<file path="src/rtl/uart_arb_pkg.sv">
// Shared types and defaults for the UART transmit arbiter.
package uart_arb_pkg;

  localparam int NUM_REQ_DEF     = 4;
  localparam int DATA_W_DEF      = 8;
  localparam int TIMEOUT_CYC_DEF = 1024;

  typedef enum logic {
    IDLE   = 1'b0,
    LOCKED = 1'b1
  } arb_state_e;

  function automatic int id_width(input int n);
    return (n <= 1) ? 1 : $clog2(n);
  endfunction

endpackage

</file>
<file path="src/rtl/rr_pick.sv">
// Combinational round-robin picker: first set bit of req_mask at or above rr_ptr, with wrap-around.
module rr_pick
  import uart_arb_pkg::*;
#(
  parameter int NUM_REQ = NUM_REQ_DEF,
  parameter int ID_W    = id_width(NUM_REQ)
) (
  input  logic [NUM_REQ-1:0] req_mask,
  input  logic [ID_W-1:0]    rr_ptr,
  output logic               found,
  output logic [ID_W-1:0]    winner
);

  function automatic logic [ID_W-1:0] wrap_idx(input logic [ID_W-1:0] base, input int off);
    int s;
    s = int'(base) + off;
    if (s >= NUM_REQ) s = s - NUM_REQ;
    return ID_W'(s);
  endfunction

  // Scan offsets from farthest to nearest so the nearest requester overwrites the rest.
  always_comb begin
    found  = 1'b0;
    winner = '0;
    for (int i = NUM_REQ - 1; i >= 0; i--) begin
      if (req_mask[wrap_idx(rr_ptr, i)]) begin
        found  = 1'b1;
        winner = wrap_idx(rr_ptr, i);
      end
    end
  end

endmodule

</file>
<file path="src/rtl/uart_tx_arbiter.sv">
// Message-granular round-robin arbiter feeding one UART byte serializer through a one-entry output register.
// Define ARB_TIMEOUT_EN to evict an owner that stalls for TIMEOUT_CYC cycles and pulse timeout_err.
module uart_tx_arbiter
  import uart_arb_pkg::*;
#(
  parameter int NUM_REQ     = NUM_REQ_DEF,
  parameter int DATA_W      = DATA_W_DEF,
  parameter int ID_W        = id_width(NUM_REQ),
  parameter int TIMEOUT_CYC = TIMEOUT_CYC_DEF
) (
  input  logic                      clk,
  input  logic                      rst_i,
  input  logic [NUM_REQ-1:0]        req_valid,
  input  logic [NUM_REQ*DATA_W-1:0] req_data,
  input  logic [NUM_REQ-1:0]        req_last,
  output logic [NUM_REQ-1:0]        req_ready,
  output logic                      tx_valid,
  output logic [DATA_W-1:0]         tx_data,
  input  logic                      tx_ready,
  output logic                      busy,
  output logic [ID_W-1:0]           grant_id,
  output logic                      timeout_err
);

  if (NUM_REQ < 1 || NUM_REQ > 16 || TIMEOUT_CYC < 2) begin : g_cfg_check
    $error("uart_tx_arbiter: unsupported NUM_REQ or TIMEOUT_CYC");
  end

  arb_state_e          state_q, state_d;
  logic [ID_W-1:0]     rr_ptr_q, rr_ptr_d;
  logic [ID_W-1:0]     grant_id_q, grant_id_d;
  logic                tx_valid_q, tx_valid_d;
  logic [DATA_W-1:0]   tx_data_q, tx_data_d;

  logic                pick_found;
  logic [ID_W-1:0]     pick_id;
  logic                out_free;
  logic                owner_valid;
  logic                owner_last;
  logic                owner_xfer;
  logic [DATA_W-1:0]   owner_data;
  logic [ID_W-1:0]     next_ptr;
  logic                evict;

  rr_pick #(
    .NUM_REQ (NUM_REQ),
    .ID_W    (ID_W)
  ) u_pick (
    .req_mask (req_valid),
    .rr_ptr   (rr_ptr_q),
    .found    (pick_found),
    .winner   (pick_id)
  );

  // The output register can take a new byte when empty or being drained this cycle.
  assign out_free    = !tx_valid_q || tx_ready;
  assign owner_valid = req_valid[grant_id_q];
  assign owner_last  = req_last[grant_id_q];
  assign owner_data  = req_data[int'(grant_id_q)*DATA_W +: DATA_W];
  assign owner_xfer  = (state_q == LOCKED) && owner_valid && out_free;
  assign next_ptr    = (grant_id_q == ID_W'(NUM_REQ - 1)) ? '0 : grant_id_q + ID_W'(1);

`ifdef ARB_TIMEOUT_EN
  localparam int CNT_W = $clog2(TIMEOUT_CYC) + 1;

  logic [CNT_W-1:0] stall_cnt_q, stall_cnt_d;
  logic             timeout_err_q, timeout_err_d;

  assign evict = (state_q == LOCKED) && !owner_valid &&
                 (stall_cnt_q == CNT_W'(TIMEOUT_CYC - 1));

  always_comb begin
    stall_cnt_d   = stall_cnt_q;
    timeout_err_d = evict;
    if (state_q != LOCKED || owner_xfer || evict) begin
      stall_cnt_d = '0;
    end else if (!owner_valid) begin
      stall_cnt_d = stall_cnt_q + CNT_W'(1);
    end
  end

  always_ff @(posedge clk) begin
    if (!rst_i) begin
      stall_cnt_q   <= '0;
      timeout_err_q <= 1'b0;
    end else begin
      stall_cnt_q   <= stall_cnt_d;
      timeout_err_q <= timeout_err_d;
    end
  end

  assign timeout_err = timeout_err_q;
`else
  assign evict       = 1'b0;
  assign timeout_err = 1'b0;
`endif

  always_comb begin
    state_d    = state_q;
    rr_ptr_d   = rr_ptr_q;
    grant_id_d = grant_id_q;
    tx_valid_d = tx_valid_q;
    tx_data_d  = tx_data_q;
    req_ready  = '0;

    if (tx_valid_q && tx_ready) tx_valid_d = 1'b0;

    unique case (state_q)
      IDLE: begin
        if (pick_found) begin
          grant_id_d = pick_id;
          state_d    = LOCKED;
        end
      end
      LOCKED: begin
        req_ready[grant_id_q] = out_free;
        if (owner_xfer) begin
          tx_valid_d = 1'b1;
          tx_data_d  = owner_data;
          if (owner_last) begin
            state_d  = IDLE;
            rr_ptr_d = next_ptr;
          end
        end else if (evict) begin
          state_d  = IDLE;
          rr_ptr_d = next_ptr;
        end
      end
      default: state_d = IDLE;
    endcase
  end

  always_ff @(posedge clk) begin
    if (!rst_i) begin
      state_q    <= IDLE;
      rr_ptr_q   <= '0;
      grant_id_q <= '0;
      tx_valid_q <= 1'b0;
      tx_data_q  <= '0;
    end else begin
      state_q    <= state_d;
      rr_ptr_q   <= rr_ptr_d;
      grant_id_q <= grant_id_d;
      tx_valid_q <= tx_valid_d;
      tx_data_q  <= tx_data_d;
    end
  end

  assign tx_valid = tx_valid_q;
  assign tx_data  = tx_data_q;
  assign grant_id = grant_id_q;
  assign busy     = (state_q == LOCKED) || tx_valid_q;

endmodule

</file>
<file path="config.mk">
export PLATFORM = sky130hd
export DESIGN_NAME = uart_tx_arbiter
export DESIGN_NICKNAME = d
export VERILOG_FILES = /design/src/rtl/uart_arb_pkg.sv /design/src/rtl/rr_pick.sv /design/src/rtl/uart_tx_arbiter.sv
export SDC_FILE = /design/constraint.sdc
export NUM_CORES = 1
export LEC_CHECK = 0
export CORE_MARGIN = 2
export CORE_UTILIZATION = 30
export DETAILED_ROUTE_END_ITERATION = 8
export GPL_TIMING_DRIVEN = 0
export PLACE_DENSITY = 0.65
export SYNTH_ARGS = -nofsm -noshare
export SYNTH_HDL_FRONTEND = slang
export SYNTH_HIERARCHICAL = 1
export SYNTH_SLANG_ARGS = --single-unit
</file>
<file path="constraint.sdc">
create_clock -name clk -period 1.9 [get_ports clk]
set_input_delay 0.285 -clock clk [delete_from_list [all_inputs] [get_ports clk]]
set_output_delay 0.285 -clock clk [all_outputs]
set_load 0.01 [all_outputs]
</file>
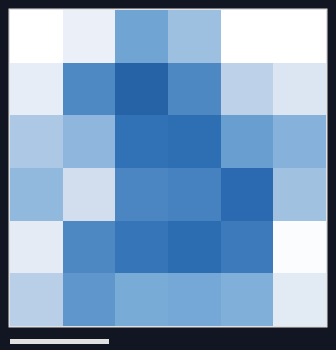
Figure 1: run 1, local utilization.
The bar under the picture is 20 um long. 6 x 6 tiles, from white (low) to dark blue (high), 0 to 100% covered.
- mean over tiles: 43%
- nearly empty tiles: 11%
- fullest tile: 80%
- densest ninth of the die: centre
Std-Cell Core Area: 0.00339 mm^2
Initial Util: 31.6%

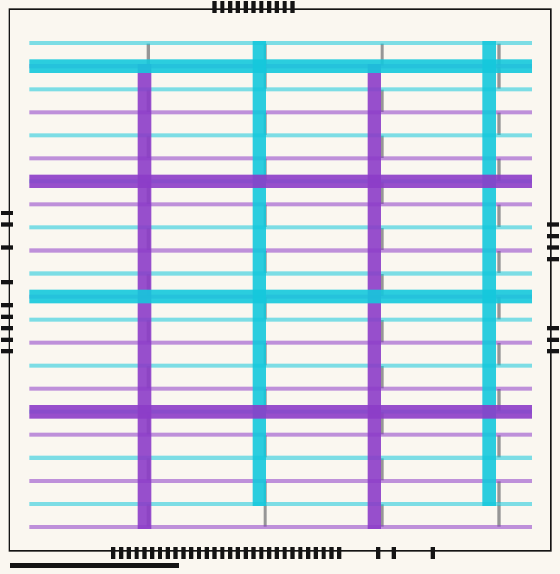
Figure 2: run 1, PDN straps and rails.
The bar under the picture is 20 um long. Pins as bars on the die edge. Tap cells in grey.
- VSS: purple
- VDD: cyan
- rows: 21
- met5 straps: 4
- met1 rails: 22
- signal pins: 60
die height: 63.8 um
Die X-Extent: 63.8 um
peak supply drop: 186 uV

==> impl_metrics.env, run 1 <==
# physical design summary
export IMPL_sh_comb_area_pct=38.9
export IMPL_top_area_share_pct=26.2
export IMPL_n_clock_buffer=4
export IMPL_yosysUniqueCellTypes=29
export IMPL_area_growth_pct=67.9
export IMPL_synth_net_count=156
export IMPL_critPathSlowestCell="dfxtp_4"
export IMPL_status="completed"
export IMPL_placed_area_mm2=0.00171
export IMPL_num_antenna_cells=0
export IMPL_buffers_excl_clock=69
export IMPL_dominant_cells="combinational gates"
export IMPL_synth_edff_count=0
export IMPL_leakage_nw=0.685
export IMPL_ys_flop_type="dfxtp_1"
export IMPL_ios=60
export IMPL_avgSynthCellArea_um2=9.83
export IMPL_placementRows=21
export IMPL_seqCellArea_um2=289
export IMPL_cts_root_buf="clkbuf_4"
export IMPL_cts_buffers=3
export IMPL_drc_errors=0
export IMPL_vias=1079
export IMPL_period_used_pct=94.8
export IMPL_endpoint="req_ready[0]"
export IMPL_combinationalPowerShare_pct=38.8
export IMPL_ys_seq_share_pct=26.2
export IMPL_synth_largest_area_cell="dfxtp_1"
export IMPL_timing_rr_start="grant_id[0]"
export IMPL_io_buffer_count=58
export IMPL_syn_inst=109
export IMPL_wl_per_cell_um=15.0
export IMPL_firstDrtPassIters=4
export IMPL_hold_path_class="reg -> reg"
export IMPL_logic_family="multiplexers"
export IMPL_ys_sh_simple_pct=17.2
export IMPL_top_cell="dfxtp_1"
export IMPL_p_int_mw=0.647
export IMPL_path_clk_slew_ns=0.09
export IMPL_h_tree_depth=1
export IMPL_cts_tree="done"
export IMPL_crit_path_end_kind="output port"
export IMPL_skew_ns=0.00541
export IMPL_log_warning_count=29
export IMPL_cp_cell_sequence="buf_6 > inv_1 > ha_1 > and3_1 > dlygate4sd2_1"
export IMPL_yosysWarningCount=6
export IMPL_seqPwrFrac_pct=37.1
export IMPL_hold_start="rr_ptr_q[0]"
export IMPL_chipArea_mm2=0.00406
export IMPL_crit_type="reg -> out"
export IMPL_ant_nets=0
export IMPL_holdPathStages=2
export IMPL_inverters_excl_clock=10
export IMPL_rsz0062_at_grt="no"
export IMPL_comb_cells=75
export IMPL_max_freq_mhz=555
export IMPL_async_flop_share_pct=0
export IMPL_hold_violations=0
export IMPL_clk_latency_ns=0.28
export IMPL_reg2reg_depth=6
export IMPL_grt_max_degree=11
export IMPL_start_kind="flop"
export IMPL_clk_share_pct=2.02
export IMPL_synthTopCellsByCount="14 x dfxtp_1, 10 x inv_1"
export IMPL_r2r_slack_ns=0.18
export IMPL_clkSinkCount=14
export IMPL_cp_max_fo=10
export IMPL_grt_use_total_pct=16.8
export IMPL_grt_pass1_wl_um=5340
export IMPL_drt_iter0_markers=50
export IMPL_power_switching_mw=0.249
export IMPL_setup_viol=0
export IMPL_maxCapViolCount=0
export IMPL_synth_flop_count=14
export IMPL_p_per_area_mw_per_mm2=499
export IMPL_dpl_hpwl_um=2620
export IMPL_grt_antenna_before_repair=0
export IMPL_nets=220
export IMPL_tapCellCount=46
export IMPL_netSwitchingFraction_pct=27.8
export IMPL_finalWirelength_um=3270
export IMPL_yosys_cells=109
export IMPL_synth_chip_area_mm2=0.00107
export IMPL_drive_above_1_share_pct=15.7
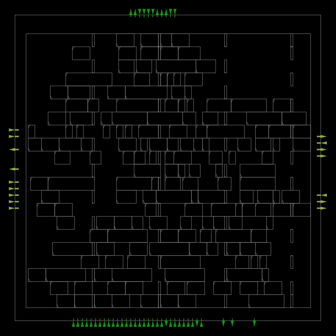
Figure 3: run 1, placement view.
Seq/total area: 16.1%
Filler cells: 315
seq_cells: 14
Final Non-Filler Cells: 218

==> run 1: flip-flops by register name, summed over array words and instances (netlist names) <==
signal,cells
rr_ptr_q,2
grant_id,2
state_q,1
tx_valid,1
tx_data,8
==> run 1: metal layers <==
metal / vias to the layer above / wire length (um) / track usage, %
li1: 526 / - / -
met2: 27 / 1650 / 29.5
met5: - / 0 / 0
met3: 6 / 93 / 1.76
met1: 520 / 1460 / 21.2
met4: 0 / 69 / 6.52
==> run 1: metrics by stage <==
step / setup TNS [ns] / utilization [%] / setup slack (ns) / cells / total power, mW
global route: 0 / 53.0 / 0.0236 / 218 / 0.946
detailed placement: -1.76 / 50.4 / -0.437 / 213 / 0.678
floorplan: 0 / - / 0.214 / 109 / 0.505
CTS: 0 / 53.0 / 0.0311 / 218 / 0.900
finish: 0 / 53.0 / 0.0984 / 218 / 0.897
global placement: -1.67 / 50.4 / -0.413 / 213 / 0.670
==> run 1: layout by cell type, fill, tap and decap left out, drive strengths merged, types with 4 or more instances in the layout <==
| cell type | instances |
|---|---|
| a21boi | 9 |
| a31o | 8 |
| and3 | 4 |
| buf | 6 |
| clkbuf | 9 |
| clkdlybuf4s50 | 53 |
| dfxtp | 14 |
| dlygate4sd2 | 4 |
| ha | 4 |
| inv | 10 |
| mux2i | 5 |
| mux4 | 10 |
| nand2 | 7 |
| nand4 | 8 |
| nor2 | 6 |
==> run 1: critical path, delay by kind of cell, from the launching register on <==
kind                     cells  cell delay (ns)
flip-flops                   1             0.39
AND/OR/NAND/NOR              1             0.15
buffers and inverters        3             0.51
adder cells (fa/ha/maj)      1             0.18
==> run 1: what timing repair did <==
item                       CTS  global route
gates resized               21             1
setup buffers                1             0
setup endpoints to repair    5             1
hold buffers                 0             0
==> run 1 -> run 2 <==
--- a/config.mk
+++ b/config.mk
@@ -7,9 +7,11 @@
 export LEC_CHECK = 0
 export CORE_MARGIN = 2
 export CORE_UTILIZATION = 30
+export CTS_CLUSTER_SIZE = 16
 export DETAILED_ROUTE_END_ITERATION = 8
 export GPL_TIMING_DRIVEN = 0
 export PLACE_DENSITY = 0.65
+export RECOVER_POWER = 25
 export SYNTH_ARGS = -nofsm -noshare
 export SYNTH_HDL_FRONTEND = slang
 export SYNTH_HIERARCHICAL = 1
==> impl_metrics.env, run 2 <==
# physical design summary
export IMPL_cts_buffers=3
export IMPL_nets=220
export IMPL_endpoint="req_ready[0]"
export IMPL_lay_top_count="clkdlybuf4s50_1"
export IMPL_final_cells=218
export IMPL_setup_viol=0
export IMPL_log_warning_count=29
export IMPL_grt_use_total_pct=16.8
export IMPL_cp_cell_sequence="buf_6 > inv_1 > ha_1 > and3_1 > dlygate4sd2_1"
export IMPL_crit_path_end_kind="output port"
export IMPL_synth_net_count=156
export IMPL_synth_largest_area_cell="dfxtp_1"
export IMPL_mostFrequentLayoutCells="47 x clkdlybuf4s50_1, 11 x dfxtp_1, 10 x inv_1"
export IMPL_placed_area_mm2=0.00171
export IMPL_use_met1_pct=21.2
export IMPL_path_clk_slew_ns=0.09
export IMPL_peakVddDrop_uv=185
export IMPL_synth_edff_count=0
export IMPL_grt_pass1_wl_um=5340
export IMPL_ys_seq_share_pct=26.2
export IMPL_ant_nets=0
export IMPL_synthTopCellsByCount="14 x dfxtp_1, 10 x inv_1"
export IMPL_grtUsageMet3_pct=1.76
export IMPL_gr_max_usage_layer="met2"
export IMPL_r2r_slack_ns=0.18
export IMPL_vias=1077
export IMPL_timing_rr_start="grant_id[0]"
export IMPL_finalWirelength_um=3260
export IMPL_dr_wl_met3_um=93
export IMPL_status="completed"
export IMPL_h_tree_depth=1
export IMPL_max_freq_mhz=555
export IMPL_cts_tree="done"
export IMPL_crit_type="reg -> out"
export IMPL_yosysWarningCount=6
## run 2: worst min-delay path by stage
stage                            from          end  slack [ns]  cells past startpoint
after floorplan                 rst_i  rr_ptr_q[1]        0.43                      2
after global placement    rr_ptr_q[0]  rr_ptr_q[0]        0.49                      2
after detailed placement  rr_ptr_q[0]  rr_ptr_q[0]        0.51                      2
after CTS                 rr_ptr_q[0]  rr_ptr_q[0]        0.52                      2
after global routing      rr_ptr_q[0]  rr_ptr_q[0]        0.57                      2
final                     rr_ptr_q[0]  rr_ptr_q[0]        0.53                      2
## run 2: worst max-delay path: cells and delay by family, from the launching register on
family | cells | cell delay (ns)
fa+ha+maj | 1 | 0.18
flops | 1 | 0.39
simple gates | 1 | 0.15
buf+inv | 3 | 0.51
## run 2: power breakdown
group	switching [mW]	internal (mW)
Combinational	0.131	0.213
Clock	0.0992	0.117
Sequential	0.0182	0.314
## run 2: cells by family (layout without fill, tap and decap cells)
group | after synthesis | count (layout) | share of synthesized area, %
AND/OR/NAND/NOR | 34 | 34 | 17.2
multiplexers | 15 | 15 | 26.4
adder cells (fa/ha/maj) | 4 | 4 | 4.67
AND-OR/OR-AND | 21 | 21 | 16.0
other | 1 | 1 | 0.350
buffers and inverters | 20 | 83 | 9.23
flip-flops | 14 | 14 | 26.2
## run 2: cell type report
class                           instances  area share, %
Tap cell                               46           3.20
Buffer                                 10           5.15
Clock buffer                            4           2.02
Sequential cell                        14           16.1
Timing Repair Buffer                   59           32.6
Inverter                               10           2.09
Multi-Input combinational cell         75           38.9
## run 2: timing repair
item	4_1_cts	5_1_grt
endpoints found under the setup margin	5	1
gates resized	21	1
pin swaps	0	0
buffers inserted	1	0
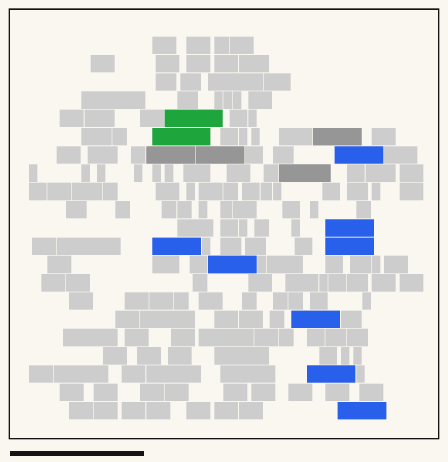
Figure 4: run 2, sequential cells coloured by netlist name.
The bar under the picture is 20 um long. Other sequential cells in the stronger grey, the rest of the logic in the fainter grey.
- grant_id: green (flops 2)
- tx_data: blue (flops 8)

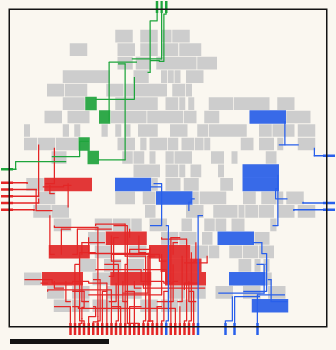
Figure 5: run 2, wires at chosen ports, followed through buffers.
The bar under the picture is 20 um long.
- tx_data: blue (bits 8; direction output; edge 5 south, 3 east; end cells 8; buffers 8; wire 171 um)
- req_data: red (bits 32; direction input; edge 27 south, 5 west; end cells 8; buffers 32; wire 694 um)
- req_ready: green (bits 4; direction output; edge 3 north, 1 west; end cells 4; buffers 4; wire 122 um)
Ports: 60
number of port buffers: 58

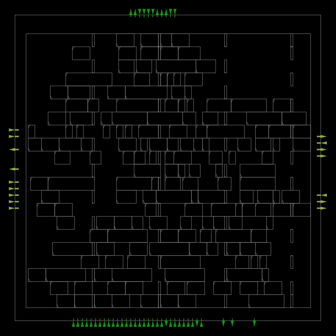
Figure 6: run 2, placement view.
floorplan row count: 21
Tapcells: 46
Final Core Density: 53.0%

==> run 2 -> run 3 <==
--- a/config.mk
+++ b/config.mk
@@ -5,10 +5,10 @@
 export SDC_FILE = /design/constraint.sdc
 export NUM_CORES = 1
 export LEC_CHECK = 0
-export CORE_MARGIN = 2
 export CORE_UTILIZATION = 30
 export CTS_CLUSTER_SIZE = 16
 export DETAILED_ROUTE_END_ITERATION = 8
+export GPL_ROUTABILITY_DRIVEN = 0
 export GPL_TIMING_DRIVEN = 0
 export PLACE_DENSITY = 0.65
 export RECOVER_POWER = 25
==> impl_metrics.env, run 3 <==
# physical design summary
export IMPL_drive_above_1_share_pct=15.7
export IMPL_met2_usage_pct=30.9
export IMPL_cts_tree="done"
export IMPL_hold_start="rr_ptr_q[0]"
export IMPL_drc_errors=0
export IMPL_synthTopCellsByCount="14 x dfxtp_1, 10 x inv_1"
export IMPL_cp_max_fo=10
export IMPL_p_per_area_mw_per_mm2=500
export IMPL_chipArea_mm2=0.00381
export IMPL_m1WireLength_um=1410
export IMPL_top_area_share_pct=26.2
export IMPL_status="completed"
export IMPL_reg2reg_depth=6
export IMPL_h_tree_depth=1
export IMPL_yosys_cells=109
export IMPL_critPathSlowestCell="dfxtp_4"
export IMPL_synth_edff_count=0
export IMPL_io_buffer_count=58
export IMPL_synth_flop_count=14
export IMPL_pre_cts_ws_ns=-0.422
export IMPL_leakage_nw=0.701
export IMPL_coreArea_mm2=0.00339
export IMPL_synth_largest_area_cell="dfxtp_1"
export IMPL_log_warning_count=29
export IMPL_final_core_util_pct=53.0
export IMPL_mostFrequentLayoutCells="47 x clkdlybuf4s50_1, 11 x dfxtp_1, 10 x inv_1"
export IMPL_final_cells=218
export IMPL_n_fill_cell=316
export IMPL_start_kind="flop"
export IMPL_cts_hold_buf=0
export IMPL_path_clk_slew_ns=0.09
export IMPL_use_met1_pct=24.7
export IMPL_met2_length_um=1610
export IMPL_ios=60
export IMPL_rsz0062_at_grt="no"
export IMPL_wl_per_cell_um=14.8
export IMPL_dpl_hpwl_um=2530
export IMPL_placed_area_mm2=0.00171
export IMPL_grtUsageMet3_pct=2.07
export IMPL_hold_path_class="reg -> reg"
export IMPL_setup_viol=0
export IMPL_crit_type="reg -> out"
export IMPL_grt_antenna_before_repair=0
export IMPL_period_used_pct=94.8
export IMPL_seqCellArea_um2=289
export IMPL_area_growth_pct=67.9
export IMPL_grt_max_degree=11
export IMPL_holdPathStages=2
export IMPL_fp_dieW_um=61.8
export IMPL_maxUsedRoutingLayer="met4"
export IMPL_synth_net_count=156
export IMPL_cts_buffers=3
export IMPL_grt_use_total_pct=18.7
export IMPL_num_antenna_cells=0
export IMPL_ys_seq_share_pct=26.2
[run 3: cell counts after synthesis]
Identical to the previous run, type by type.
[run 3: cell type report]
cell class / count / share of cell area [%]
Buffer: 10 / 5.15
Clock buffer: 4 / 2.02
Inverter: 10 / 2.09
Multi-Input combinational cell: 75 / 38.9
Sequential cell: 14 / 16.1
Tap cell: 46 / 3.20
Timing Repair Buffer: 59 / 32.6
[run 3: how the worst max path moves through the flow]
stage / endpoint / depth (start not counted) / from / slack [ns]
2_1_floorplan: tx_data[7] / 5 / grant_id[0] / 0.21
3_3_place_gp: req_ready[0] / 5 / tx_ready / -0.41
3_5_place_dp: req_ready[0] / 5 / tx_ready / -0.42
4_1_cts: busy / 3 / state_q / 0.02
5_1_grt: req_ready[1] / 5 / grant_id[1] / 0.04
6_report: req_ready[1] / 5 / grant_id[1] / 0.1
[run 3: where the power goes]
group / internal (mW) / total, mW / switching (mW) / leakage (nW)
combinational: 0.213 / 0.343 / 0.130 / 0.564
clock: 0.117 / 0.223 / 0.107 / 0.0210
sequential: 0.314 / 0.332 / 0.0179 / 0.116
[run 3: worst reg2reg max path, stage by stage (launching register included)]
cell	delay (ns)
dfxtp_4	0.37
buf_4	0.15
mux4_2	0.52
buf_6	0.16
buf_8	0.13
a31o_1	0.22
a21boi_2	0.12
[run 3: cell families after synthesis]
group	count (synthesis)	synth area share, %
simple gates	34	17.2
compound gates	21	16.0
buf+inv	20	9.23
mux	15	26.4
flops	14	26.2
fa+ha+maj	4	4.67
other cells	1	0.350
[run 3: repair_timing]
| action | in CTS | in global routing |
|---|---|---|
| setup buffers | 1 | 0 |
| pin swaps | 0 | 0 |
| endpoints found under the hold margin | 0 | 0 |
| endpoints found under the setup margin | 5 | 1 |
| resized | 21 | 1 |
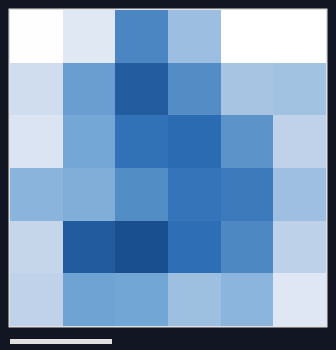
Figure 7: run 3, local utilization.
The bar under the picture is 20 um long. 6 x 6 tiles, from white (low) to dark blue (high), 0 to 100% covered.
- densest ninth of the die: centre
- nearly empty tiles: 8.3%
- emptiest ninth of the die: north-east
- tiles over 75% full: 11%

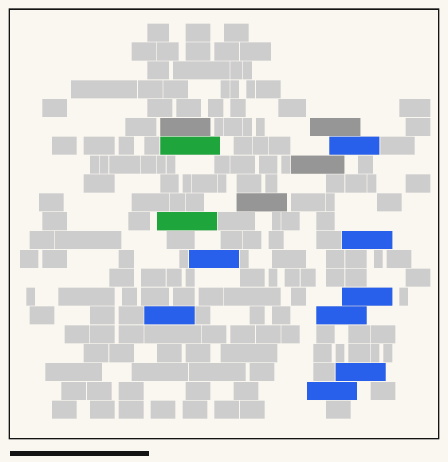
Figure 8: run 3, sequential cells coloured by netlist name.
The bar under the picture is 20 um long. Other sequential cells in the stronger grey, the rest of the logic in the fainter grey.
- tx_data: blue (flops 8)
- grant_id: green (flops 2)
- not coloured: 4

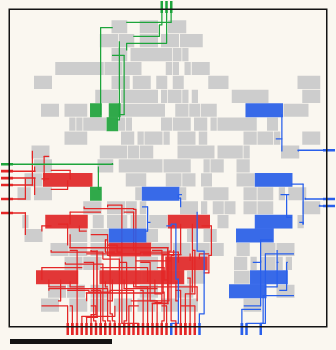
Figure 9: run 3, wires at chosen ports, followed through buffers.
The bar under the picture is 20 um long.
- req_data: red (bits 32; direction input; edge 27 south, 5 west; end cells 8; buffers 32; wire 709 um)
- tx_data: blue (bits 8; direction output; edge 5 south, 3 east; end cells 8; buffers 8; wire 172 um)
- req_ready: green (bits 4; direction output; edge 3 north, 1 west; end cells 4; buffers 4; wire 111 um)

Power figures rest on the tool's default switching activity, not on a simulated workload.
